`src/rtl/gforce_pkg.sv`:
```
// Shared definitions for the Gforce multi-cycle sequencer: opcodes, ALUOp codes,
// FSM state encoding and the instruction class reported by the decoder.
package gforce_pkg;

   localparam logic [5:0] OP_RTYPE = 6'd0;
   localparam logic [5:0] OP_LW    = 6'd35;
   localparam logic [5:0] OP_SW    = 6'd43;
   localparam logic [5:0] OP_BEQ   = 6'd4;

   localparam logic [1:0] ALUOP_ADD   = 2'd0;
   localparam logic [1:0] ALUOP_SUB   = 2'd1;
   localparam logic [1:0] ALUOP_FUNCT = 2'd2;

   typedef enum logic [2:0] {
      StIdle,
      StDecode,
      StExecute,
      StMemory,
      StWriteback
   } state_e;

   typedef enum logic [1:0] {
      ClsRtype,
      ClsLw,
      ClsSw,
      ClsBeq
   } instr_cls_e;

endpackage

```
`src/rtl/gforce_seq_decode.sv`:
```
// Combinational opcode decoder: static datapath selects, legality and class.
// beq is only legal when GFORCE_BRANCH_EN is defined.
module gforce_seq_decode
   import gforce_pkg::*;
(
   input  logic [5:0]  opcode,
   output logic        regdst,
   output logic        alusrc,
   output logic        memtoreg,
   output logic [1:0]  aluop,
   output logic        legal,
   output instr_cls_e  cls
);

   always_comb begin
      regdst   = 1'b0;
      alusrc   = 1'b0;
      memtoreg = 1'b0;
      aluop    = ALUOP_ADD;
      legal    = 1'b0;
      cls      = ClsRtype;
      case (opcode)
         OP_RTYPE: begin
            regdst = 1'b1;
            aluop  = ALUOP_FUNCT;
            legal  = 1'b1;
            cls    = ClsRtype;
         end
         OP_LW: begin
            alusrc   = 1'b1;
            memtoreg = 1'b1;
            legal    = 1'b1;
            cls      = ClsLw;
         end
         OP_SW: begin
            alusrc = 1'b1;
            legal  = 1'b1;
            cls    = ClsSw;
         end
`ifdef GFORCE_BRANCH_EN
         OP_BEQ: begin
            aluop = ALUOP_SUB;
            legal = 1'b1;
            cls   = ClsBeq;
         end
`endif
         default: ;
      endcase
   end

endmodule

```
`src/rtl/gforce_sequencer.sv`:
```
// Multi-cycle control sequencer for the Gforce MIPS datapath (IDLE/DECODE/EXECUTE/MEMORY/
// WRITEBACK). Define GFORCE_BRANCH_EN to make beq legal and enable branch_taken.
module gforce_sequencer #(
   parameter int unsigned CNT_W       = 16,
   parameter int unsigned MEM_TIMEOUT = 15
) (
   input  logic             clock,
   input  logic             reset,
   input  logic             newinstr,
   input  logic [31:0]      instrword,
   input  logic             alu_zero,
   input  logic             mem_ready,
   output logic             ready,
   output logic             regdst,
   output logic             alusrc,
   output logic             memtoreg,
   output logic [1:0]       aluop,
   output logic [5:0]       funct,
   output logic             rf_rd_en,
   output logic             alu_en,
   output logic             mem_rd,
   output logic             mem_wr,
   output logic             reg_wr,
   output logic             branch_taken,
   output logic             done,
   output logic             err,
   output logic [CNT_W-1:0] retired
);
   import gforce_pkg::*;

   localparam int unsigned WaitW = $clog2(MEM_TIMEOUT + 1);

   state_e           state_q;
   logic [31:0]      ir_q;
   logic [WaitW-1:0] wait_q;
   logic [CNT_W-1:0] retired_q;

   logic       dec_regdst;
   logic       dec_alusrc;
   logic       dec_memtoreg;
   logic [1:0] dec_aluop;
   logic       dec_legal;
   instr_cls_e dec_cls;

   logic busy;
   logic mem_timeout;
   logic mem_active;

   gforce_seq_decode u_decode (
      .opcode   (ir_q[31:26]),
      .regdst   (dec_regdst),
      .alusrc   (dec_alusrc),
      .memtoreg (dec_memtoreg),
      .aluop    (dec_aluop),
      .legal    (dec_legal),
      .cls      (dec_cls)
   );

   // Only opcode and funct fields steer the sequencer.
   logic unused_ir;
   assign unused_ir = ^ir_q[25:6];

   always_comb begin
      busy        = (state_q != StIdle);
      mem_timeout = (state_q == StMemory) && (wait_q == WaitW'(MEM_TIMEOUT));
      mem_active  = (state_q == StMemory) && !mem_timeout;

      ready    = !busy;
      regdst   = busy & dec_regdst;
      alusrc   = busy & dec_alusrc;
      memtoreg = busy & dec_memtoreg;
      aluop    = busy ? dec_aluop : 2'b00;
      funct    = busy ? ir_q[5:0] : 6'b0;

      rf_rd_en = (state_q == StDecode);
      alu_en   = (state_q == StExecute);
      mem_rd   = mem_active && (dec_cls == ClsLw);
      mem_wr   = mem_active && (dec_cls == ClsSw);
      reg_wr   = (state_q == StWriteback);
      err      = ((state_q == StDecode) && !dec_legal) || mem_timeout;
      done     = (state_q == StWriteback)
              || ((state_q == StExecute) && (dec_cls == ClsBeq))
              || (mem_wr && mem_ready);
`ifdef GFORCE_BRANCH_EN
      branch_taken = (state_q == StExecute) && (dec_cls == ClsBeq) && alu_zero;
`else
      branch_taken = 1'b0;
`endif
   end

`ifndef GFORCE_BRANCH_EN
   logic unused_alu_zero;
   assign unused_alu_zero = alu_zero;
`endif

   assign retired = retired_q;

   always_ff @(posedge clock or negedge reset) begin
      if (!reset) begin
         state_q   <= StIdle;
         ir_q      <= '0;
         wait_q    <= '0;
         retired_q <= '0;
      end else begin
         if (done) begin
            retired_q <= retired_q + CNT_W'(1);
         end
         unique case (state_q)
            StIdle: begin
               if (newinstr) begin
                  ir_q    <= instrword;
                  state_q <= StDecode;
               end
            end
            StDecode: begin
               state_q <= dec_legal ? StExecute : StIdle;
            end
            StExecute: begin
               case (dec_cls)
                  ClsRtype: state_q <= StWriteback;
                  ClsBeq:   state_q <= StIdle;
                  default:  state_q <= StMemory;
               endcase
            end
            StMemory: begin
               // Timeout wins over a late mem_ready so the abort is deterministic.
               if (mem_timeout) begin
                  wait_q  <= '0;
                  state_q <= StIdle;
               end else if (mem_ready) begin
                  wait_q  <= '0;
                  state_q <= (dec_cls == ClsLw) ? StWriteback : StIdle;
               end else begin
                  wait_q <= wait_q + WaitW'(1);
               end
            end
            StWriteback: begin
               state_q <= StIdle;
            end
            default: begin
               state_q <= StIdle;
            end
         endcase
      end
   end

endmodule

```
`config.mk`:
```
export PLATFORM = sky130hd
export DESIGN_NAME = gforce_sequencer
export DESIGN_NICKNAME = d
export VERILOG_FILES = /design/src/rtl/gforce_pkg.sv /design/src/rtl/gforce_seq_decode.sv /design/src/rtl/gforce_sequencer.sv
export SDC_FILE = /design/constraint.sdc
export NUM_CORES = 1
export LEC_CHECK = 0
export CAP_MARGIN = 15
export CORE_ASPECT_RATIO = 1.5
export CORE_MARGIN = 1.5
export CORE_UTILIZATION = 46
export DETAILED_ROUTE_END_ITERATION = 6
export PLACE_DENSITY = 0.82
export SYNTH_ARGS = -nofsm -noshare
export SYNTH_HDL_FRONTEND = slang
export SYNTH_SLANG_ARGS = --single-unit
```
`constraint.sdc`:
```
create_clock -name clock -period 3.3 [get_ports clock]
set_input_delay 0.495 -clock clock [delete_from_list [all_inputs] [get_ports clock]]
set_output_delay 0.495 -clock clock [all_outputs]
set_load 0.05 [all_outputs]
```
Figure 1. Cell outlines without signal wires (run 1).
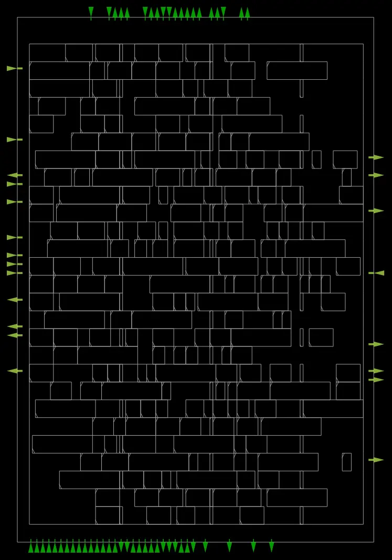
post-layout instance count excluding filler cells: 265
flip-flops: 35
final cell utilization of the core: 0.652
Tap Count: 43

Figure 2. Routed metal per tile (run 1).
Drawn at 4 px/µm. The die is cut into 11 by 16 equal tiles; dark purple is low, yellow is high, scaled to the fullest tile. Values are wire area over tile area, all layers added.
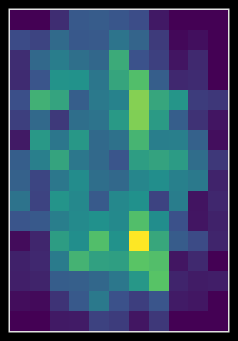
tiles over half the peak	20%
mean over tiles	0.14
fullest tile	0.46

Figure 3. Power grid (run 1).
Drawn at 6 px/µm. Pins as bars on the die edge.
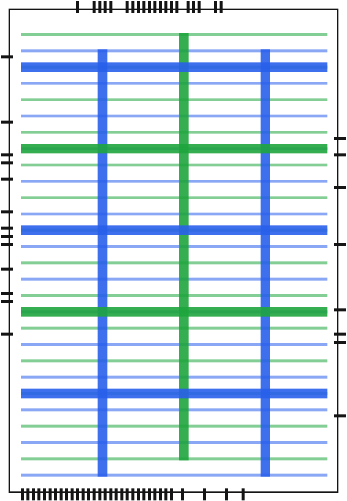
net	colour
VSS	blue
VDD	green
met1 rails	28
met4 straps	3
rows	27

==> metrics.log, run 1 <==
[metrics] run summary
INFO  metric run_status = finished, final reports clean
INFO  metric pin_count_of_the_biggest_net_entering_global_routing = 36
INFO  metric crit_arrival = between 2000 and 3000 ps
INFO  metric die_h = about 80 µm
INFO  metric cell_internal_pwr = slightly above 0.8 mW
INFO  metric worstSetupStartpointType = flip-flop
INFO  metric rsz_0062_raised_after_global_routing = false
INFO  metric drive_gt1_frac = 0.135
INFO  metric worst_setup_path_end_kind = output pin
INFO  metric vias = ~1500
INFO  metric critical-path-top-delay-family = simple AND/OR/NAND/NOR gates
INFO  metric total_switching_power = 0.449 mW
INFO  metric timing.fmax = 332 MHz
INFO  metric final.period_utilization = 0.913
INFO  metric layout_top_cells_excl_fill_tap = sky130_fd_sc_hd__clkdlybuf4s50_1, sky130_fd_sc_hd__dfrtp_1, sky130_fd_sc_hd__xnor2_1
INFO  metric route.antenna.remaining_nets = 0
INFO  metric finalHoldWorstSlack = just under 500 ps
INFO  metric postSynth.topFlopCell = sky130_fd_sc_hd__dfrtp_1
INFO  metric cpMaxStageDelayCell = sky130_fd_sc_hd__clkdlybuf4s50_1
INFO  metric timing.final.max_slew_violations = 0
INFO  metric postCtsSetupBuffers = 0
INFO  metric use_met3 = 0.0502
INFO  metric warning_count = roughly 50
INFO  metric via_per_inst = about 5.5
INFO  metric gp_routability_congestion = about 0.81
INFO  metric chip_area_from_the_yosys_synthesis_statistics = roughly 0.0018 mm²
INFO  metric row_count = 27
INFO  metric synth.avg_cell_area = roughly 11 µm²
INFO  metric report.final.setup_viol = 0
INFO  metric highest_layer = met4
INFO  metric dominant_power_group = sequential cells
INFO  metric first_global_vias = roughly 1500
INFO  metric cts_tree = done
INFO  metric worstMarginPinSlew = approximately 520 ps
INFO  metric met2_wirelength = between 2000 and 2500 µm
INFO  metric cts_max_path_buffers = 2
INFO  metric ctsRootBufferMaster = sky130_fd_sc_hd__clkbuf_8
INFO  metric r2r_slack = 1180 ps
INFO  metric setup_tns = 0 ps
INFO  metric tritoncts.num_buffers = 5
INFO  metric sequentialPowerShare = 0.453
INFO  metric enable_flop_cells = 0
INFO  metric cts_hold_repair.buffers = 0
INFO  metric ioPinCount = between 70 and 80
INFO  metric ys_async_sr_fraction = 1.00
INFO  metric final_layout_top_logic_cell = sky130_fd_sc_hd__clkdlybuf4s50_1
INFO  metric synth.yosys.warnings = 0
INFO  metric timing.clock.skew = approximately 5 ps
INFO  metric remaining_drc_errors = 0
INFO  metric top_usage_layer_grt = met2
INFO  metric cellLeakagePower = about 1 nW
INFO  metric clkSlewWorstSetupHoldPaths = 70 ps
INFO  metric core_region_area = 0.00375 mm²
INFO  metric crit_fanout = 3
INFO  metric power.switching_fraction = 0.357
-- run 1: logic make-up after synthesis --
group	Yosys count	share of synthesized area
and+or+nand+nor	57	0.179
AOI/OAI and AO/OA	25	0.0999
xor gates and xnor gates	15	0.0718
other	1	0.00205
DFF	35	0.479
adders and majority gates	6	0.0410
buffers and inverters	14	0.0424
muxes	14	0.0855
-- run 1: flip-flops by register name, summed over array words and instances (netlist names) --
register and cells:
wait_q 4, retired 16, state_q 3, ir_q 12
-- run 1: metrics by stage --
step	total power [mW]	setup slack, ps	area, µm²	cells
CTS	1.27	268	2440	265
floorplan	0.829	431	1840	168
detailed placement	0.965	590	2360	257
global route	1.32	171	2440	265
global placement	0.954	608	2360	257
finish	1.26	285	2440	265
-- run 1: worst reg2reg max path, cell delays in order, from the launching register on --
cell and delay, ps:
sky130_fd_sc_hd__dfrtp_1 370, sky130_fd_sc_hd__nand3_1 100, sky130_fd_sc_hd__nor3_1 200, sky130_fd_sc_hd__nand2b_1 160, sky130_fd_sc_hd__inv_1 110, sky130_fd_sc_hd__ha_1 160
sky130_fd_sc_hd__nand3b_1 90, sky130_fd_sc_hd__a21oi_2 150, sky130_fd_sc_hd__buf_4 210, sky130_fd_sc_hd__nor2_1 120, sky130_fd_sc_hd__mux2_1 320
-- run 1: final cells by class --
type	count	area [µm²]
clock buffer	7	76.3
timing repair buffer	54	526
clock inverter	1	5.00
tap	43	53.8
fill	301	1310
inverter	6	22.5
multi-input combinational	119	886
sequential	35	876
-- run 1: path summary, 6_finish.rpt --
path,start,to,depth (start not counted)
min in group asynchronous,reset,retired[0],2
max reg2reg,ir_q[27],retired[1],10
min,retired[15],retired[15],1
max in group asynchronous,reset,ir_q[1],2
max,ir_q[26],err,5
min reg2reg,retired[15],retired[15],1
Figure 4. Sizing map (run 1).
Drawn at 3 px/µm.
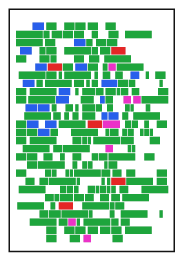

==> run 1 -> run 2 <==
--- a/config.mk
+++ b/config.mk
@@ -5,12 +5,14 @@
 export SDC_FILE = /design/constraint.sdc
 export NUM_CORES = 1
 export LEC_CHECK = 0
+export ABC_AREA = 1
 export CAP_MARGIN = 15
 export CORE_ASPECT_RATIO = 1.5
 export CORE_MARGIN = 1.5
-export CORE_UTILIZATION = 46
+export CORE_UTILIZATION = 49
 export DETAILED_ROUTE_END_ITERATION = 6
-export PLACE_DENSITY = 0.82
+export PLACE_DENSITY = 0.83
 export SYNTH_ARGS = -nofsm -noshare
 export SYNTH_HDL_FRONTEND = slang
+export SYNTH_HIERARCHICAL = 1
 export SYNTH_SLANG_ARGS = --single-unit
Figure 5. Sizing map (run 2).
Drawn at 3 px/µm.
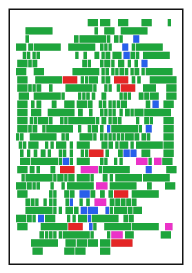
size	colour	cells	share
_2 cells	blue	19	5.5%
_0 and _1 cells	green	309	90%
_3 and _4 cells	magenta	7	2.0%
_6 and larger	red	8	2.3%

Figure 6. Routed metal per tile (run 2).
Drawn at 4 px/µm. The die is cut into 11 by 17 equal tiles; dark purple is low, yellow is high, scaled to the fullest tile. Values are wire area over tile area, all layers added.
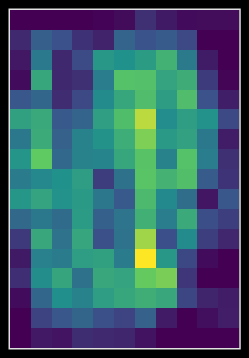
densest ninth of the die	centre
emptiest ninth of the die	south-east
mean over tiles	0.16
fullest tile	0.46

==> metrics.log, run 2 <==
[metrics] run summary
INFO  metric critical-path-top-delay-family = buffers and inverters
INFO  metric timing.clock.skew = roughly 4.1 ps
INFO  metric cts_hold_repair.buffers = 0
INFO  metric synth.net_count = approximately 340
INFO  metric pin_count_of_the_biggest_net_entering_global_routing = 36
INFO  metric ff_latch_area = ~880 µm²
INFO  metric comb_share = 0.396
INFO  metric synth_unique_cells = 28
INFO  metric seq_share = 0.317
INFO  metric final.clkbuf_count = 8
INFO  metric multiInputCombCellCount = about 210
INFO  metric synth.area.mux_share = 0
INFO  metric synth.yosys.warnings = 6
INFO  metric synth.logic.top_family = simple AND/OR/NAND/NOR gates
INFO  metric core_region_area = ~0.0042 mm²
INFO  metric row_count = 29
INFO  metric synthXorXnorAreaFrac = 0.0364
INFO  metric cellLeakagePower = about 1.3 nW
INFO  metric layout_clock_area_frac = 0.0362
INFO  metric worstSetupStartpointType = flip-flop
INFO  metric first_global_vias = 2044
INFO  metric worstHoldPathCells = 1
INFO  metric drive_gt1_frac = 0.0991
INFO  metric nWellTaps = ~46
INFO  metric layout.sequential_cells = 35
INFO  metric setup_tns = 0 ps
INFO  metric final.period_utilization = 0.935
INFO  metric highest_layer = met4
INFO  metric post_synth_fa_ha_maj_area_fraction = 0.0346
INFO  metric largest_register_ffs = 16
INFO  metric postSynth.topFlopCell = sky130_fd_sc_hd__dfrtp_1
INFO  metric worst_r2r_path_depth = 12
INFO  metric yosys.area_share.aoi = 0.0531
INFO  metric gp_routability_congestion = 0.819
INFO  metric rsz_0062_raised_after_global_routing = false
INFO  metric timing.final.max_slew_violations = 0
INFO  metric finalHoldWorstSlack = roughly 500 ps
INFO  metric dp_slack = 513 ps
INFO  metric die_h = around 84 µm
INFO  metric layout_top_cells_excl_fill_tap = sky130_fd_sc_hd__nand2_1, sky130_fd_sc_hd__clkdlybuf4s50_1, sky130_fd_sc_hd__nor2_1
INFO  metric crit_arrival = about 2600 ps
INFO  metric layout.core_utilization = 0.651
INFO  metric chip_area_from_the_yosys_synthesis_statistics = about 0.0022 mm²
INFO  metric met2_wirelength = about 2500 µm
INFO  metric worst_setup_path_end_kind = output pin
INFO  metric buffers_excl_clock = 51
INFO  metric met2_usage = 0.374
INFO  metric totalWireLength = about 4800 µm
INFO  metric largestClassByArea = multi-input combinational cells
INFO  metric final.fill_count = ~390
INFO  metric report.final.hold_viol_count = 0
INFO  metric crit_fanout = 17
INFO  metric report.final.setup_viol = 0
INFO  metric clkSlewWorstSetupHoldPaths = approximately 70 ps
INFO  metric final_layout_top_logic_cell = sky130_fd_sc_hd__nand2_1
INFO  metric postCtsSetupBuffers = 0
INFO  metric use_met3 = 0.0616
INFO  metric warning_count = 50
INFO  metric top_usage_layer_grt = met2
INFO  metric enable_flop_cells = 0
INFO  metric final-comb-area = ~0.0011 mm²
INFO  metric ys_sh_simple = 0.377
INFO  metric synth.avg_cell_area = around 7.4 µm²
INFO  metric nNonClkInverters = 35
INFO  metric ioPinCount = between 70 and 80
INFO  metric timing.fmax = between 300 and 400 MHz
INFO  metric run_status = finished, final reports clean
INFO  metric synth_seq_share = 0.404
INFO  metric buf_share = 0.183
INFO  metric tritoncts.num_buffers = 5
INFO  metric ctsRootBufferMaster = sky130_fd_sc_hd__clkbuf_8
INFO  metric ys_async_sr_fraction = 1.00
INFO  metric design_power_total = ~2 mW
INFO  metric worstMarginPinSlew = between 800 and 900 ps
INFO  metric vias = 2043
INFO  metric cpMaxStageDelayCell = sky130_fd_sc_hd__clkdlybuf4s50_1
INFO  metric via_per_inst = 5.25
INFO  metric remaining_drc_errors = 0
INFO  metric final_critical_path_setup_slack = ~220 ps
INFO  metric cts_max_path_buffers = 2
INFO  metric route.antenna.remaining_nets = 0
INFO  metric cts_tree = done
Figure 7. Where the registers sit (run 2).
Drawn at 4 px/µm. Other sequential cells in the stronger grey, the rest of the logic in the fainter grey.
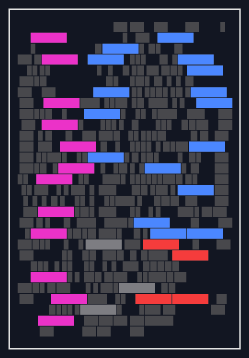
name in the netlist	colour	flops
`retired`	blue	16
`ir_q`	magenta	12
`wait_q`	red	4

run 2: through the flow:
stage	area, µm²	cells
floorplan	2170	294
global placement	2660	381
detailed placement	2660	381
CTS	2760	389
global route	2760	389
finish	2760	389
run 2: worst register-to-register path, stage by stage (launching register included):
cell,delay (ps)
sky130_fd_sc_hd__dfrtp_1,430
sky130_fd_sc_hd__nor2_2,140
sky130_fd_sc_hd__inv_1,60
sky130_fd_sc_hd__nor2_1,190
sky130_fd_sc_hd__inv_1,90
sky130_fd_sc_hd__ha_1,210
sky130_fd_sc_hd__inv_1,160
sky130_fd_sc_hd__nor2_8,60
sky130_fd_sc_hd__nand2_4,190
sky130_fd_sc_hd__nand2_4,70
sky130_fd_sc_hd__buf_4,230
sky130_fd_sc_hd__nand2_1,100
sky130_fd_sc_hd__nand2_1,50
run 2: cells by family (layout without fill, tap and decap cells):
| kind of cell | Yosys count | count (layout) |
|---|---|---|
| and+or+nand+nor | 177 | 177 |
| buffers and inverters | 45 | 94 |
| DFF | 35 | 35 |
| AOI/OAI and AO/OA | 20 | 20 |
| xor gates and xnor gates | 9 | 9 |
| adders and majority gates | 6 | 6 |
| other | 2 | 2 |
run 2: power breakdown:
group	internal [mW]	switching, mW	total, mW
clock	0.190	0.154	0.344
sequential	0.547	0.109	0.656
combinational	0.315	0.689	1.00
run 2: path summary, 6_finish.rpt:
path | start | end | slack [ps]
worst max-delay path | ir_q[28] | done | 220
worst min-delay path | wait_q[0] | wait_q[0] | 510
worst max register to register | ir_q[28] | retired[15] | 1230
worst min register to register | wait_q[0] | wait_q[0] | 510
max in group asynchronous | reset | retired[8] | 2360
min in group asynchronous | reset | wait_q[2] | 620
==> run 2 -> run 3 <==
--- a/config.mk
+++ b/config.mk
@@ -12,6 +12,7 @@
 export CORE_UTILIZATION = 49
 export DETAILED_ROUTE_END_ITERATION = 6
 export PLACE_DENSITY = 0.83
+export SLEW_MARGIN = 25
 export SYNTH_ARGS = -nofsm -noshare
 export SYNTH_HDL_FRONTEND = slang
 export SYNTH_HIERARCHICAL = 1
Figure 8. Where the registers sit (run 3).
Drawn at 4 px/µm. Other sequential cells in the stronger grey, the rest of the logic in the fainter grey.
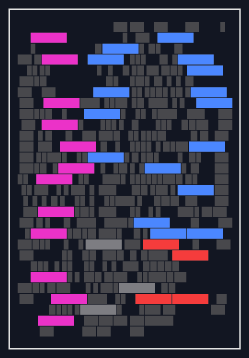
name in the netlist	colour	flops
`wait_q`	red	4
`retired`	blue	16
`ir_q`	magenta	12
not coloured	3

Figure 9. Routed metal per tile (run 3).
Drawn at 4 px/µm. The die is cut into 11 by 17 equal tiles; dark purple is low, yellow is high, scaled to the fullest tile. Values are wire area over tile area, all layers added.
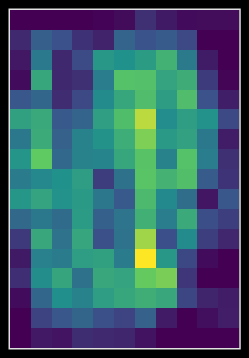
tiles over half the peak	32%
densest ninth of the die	centre
fullest tile	0.46
mean over tiles	0.16
nearly empty tiles	10%
emptiest ninth of the die	south-east

Figure 10. Sizing map (run 3).
Drawn at 3 px/µm.
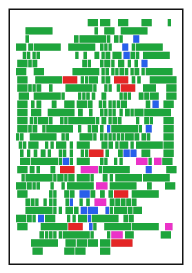
size	colour	cells	share
_6 and larger	red	8	2.3%
_3 and _4 cells	magenta	7	2.0%
_2 cells	blue	19	5.5%
_0 and _1 cells	green	309	90%

==> metrics.log, run 3 <==
[metrics] run summary
INFO  metric run_status = finished, final reports clean
INFO  metric ys_async_sr_fraction = 1.00
INFO  metric worstMarginPinSlew = approximately 870 ps
INFO  metric rsz_0062_raised_after_global_routing = false
INFO  metric ctsRootBufferMaster = sky130_fd_sc_hd__clkbuf_8
INFO  metric postCtsSetupBuffers = 0
INFO  metric worstSetupStartpointType = flip-flop
INFO  metric worst_r2r_path_depth = 12
INFO  metric power.clock.total = ~0.34 mW
INFO  metric worstHoldPathCells = 1
INFO  metric largest_register_ffs = 16
INFO  metric final_cell_count_no_fill = 389
INFO  metric cts_tree = done
INFO  metric dominant_power_group = combinational logic
INFO  metric critical-path-top-delay-family = buffers and inverters
INFO  metric cpMaxStageDelayCell = sky130_fd_sc_hd__clkdlybuf4s50_1
INFO  metric final.fill_count = approximately 390
INFO  metric ff_latch_area = approximately 880 µm²
INFO  metric io_buffers = around 49
INFO  metric final.period_utilization = 0.935
INFO  metric synth_seq_share = 0.404
INFO  metric row_count = 29
INFO  metric pin_count_of_the_biggest_net_entering_global_routing = 36
INFO  metric placement.cell_area = between 0.002 and 0.003 mm²
INFO  metric synth.yosys.warnings = 6
INFO  metric pg_seq = around 0.66 mW
INFO  metric layout_top_cells_excl_fill_tap = sky130_fd_sc_hd__nand2_1, sky130_fd_sc_hd__clkdlybuf4s50_1, sky130_fd_sc_hd__nor2_1
INFO  metric finalHoldWorstSlack = between 500 and 600 ps
INFO  metric route.antenna.remaining_nets = 0
INFO  metric synth.avg_cell_area = between 7 and 8 µm²
INFO  metric power.switching_fraction = 0.475
INFO  metric die_h = between 80 and 90 µm
INFO  metric final-comb-area = roughly 0.0011 mm²
INFO  metric tritoncts.num_buffers = 5
INFO  metric cts_hold_repair.buffers = 0
INFO  metric report.final.setup_viol = 0
INFO  metric grt_first_pass_wirelength = 8380 µm
INFO  metric warning_count = about 50
INFO  metric design_power_total = 2.00 mW
INFO  metric synth_unique_cells = 28
INFO  metric report.final.hold_viol_count = 0
INFO  metric ioPinCount = approximately 73
INFO  metric totalWireLength = between 4000 and 5000 µm
INFO  metric sequentialPowerShare = 0.327
INFO  metric layout.core_utilization = 0.651
INFO  metric worst_setup_path_end_kind = output pin
INFO  metric hold_end = wait_q[0]
INFO  metric vias = between 2000 and 2500
INFO  metric chip_area_from_the_yosys_synthesis_statistics = ~0.0022 mm²
INFO  metric cellLeakagePower = roughly 1.3 nW
INFO  metric timing.clock.skew = just over 4 ps
INFO  metric worst_r2r_endpoint = retired[15]
INFO  metric synth.net_count = approximately 340
INFO  metric drive_gt1_frac = 0.0991
INFO  metric comb-power = 1.00 mW
INFO  metric core_region_area = 0.00425 mm²
INFO  metric timing.fmax = between 300 and 400 MHz
INFO  metric crit_fanout = 17
INFO  metric relative_contribution_of_combinational_cells_to_total_power = 0.501
INFO  metric crit_arrival = ~2600 ps
INFO  metric final_critical_path_setup_slack = roughly 220 ps
INFO  metric r2r_slack = around 1200 ps
INFO  metric synth_cells = a little under 300
INFO  metric clkSlewWorstSetupHoldPaths = 70 ps
INFO  metric postSynth.topFlopCell = sky130_fd_sc_hd__dfrtp_1
INFO  metric final_area = between 0.002 and 0.003 mm²
INFO  metric dp_slack = just over 500 ps
INFO  metric first_global_vias = around 2000
INFO  metric cts_max_path_buffers = 2
INFO  metric gp_routability_congestion = a little over 0.8
INFO  metric post-place-cells = 381
INFO  metric setup_tns = 0 ps
INFO  metric enable_flop_cells = 0
INFO  metric r2r_start = ir_q[28]
INFO  metric total_switching_power = about 0.95 mW
INFO  metric remaining_drc_errors = 0
INFO  metric via_per_inst = 5.25
INFO  metric timing.final.max_slew_violations = 0
run 3: cell counts in the layout (fill, tap and decap cells not counted):
Identical to the previous run, type by type.
run 3: layout make-up:
| cell class | count | share of cell area |
|---|---|---|
| multi-input cells | 214 | 0.396 |
| flip-flops and latches | 35 | 0.317 |
| repair buffers | 51 | 0.183 |
| inverters | 35 | 0.0475 |
| clock buffers | 8 | 0.0362 |
| well taps | 46 | 0.0208 |
run 3: cell families (layout without fill, tap and decap cells):
logic type | Yosys count | after routing | share of synthesized area
fa+ha+maj | 6 | 6 | 0.0346
flops | 35 | 35 | 0.404
other cells | 2 | 2 | 0.00346
xor+xnor | 9 | 9 | 0.0364
compound gates | 20 | 20 | 0.0531
simple gates | 177 | 177 | 0.377
buf+inv | 45 | 94 | 0.0917
run 3: worst reg2reg max path: stages (launching register included):
cell and delay (ps):
sky130_fd_sc_hd__dfrtp_1 430, sky130_fd_sc_hd__nor2_2 140, sky130_fd_sc_hd__inv_1 60, sky130_fd_sc_hd__nor2_1 190, sky130_fd_sc_hd__inv_1 90, sky130_fd_sc_hd__ha_1 210
sky130_fd_sc_hd__inv_1 160, sky130_fd_sc_hd__nor2_8 60, sky130_fd_sc_hd__nand2_4 190, sky130_fd_sc_hd__nand2_4 70, sky130_fd_sc_hd__buf_4 230, sky130_fd_sc_hd__nand2_1 100
sky130_fd_sc_hd__nand2_1 50
run 3: how the worst max path moves through the flow:
stage	startpoint	to	slack, ps	cells after the start
CTS	ir_q[28]	done	190	10
detailed placement	ir_q[28]	done	510	10
finish	ir_q[28]	done	220	10
global placement	ir_q[28]	done	580	10
global route	ir_q[30]	done	40	10
floorplan	wait_q[0]	err	860	3
run 3: per-layer routing:
layer	wire length [µm]	global-route usage
met1	1910	0.242
met3	239	0.0616
met2	2460	0.374
met5	0	0
met4	146	0.116
Power and IR drop assume default switching activity.
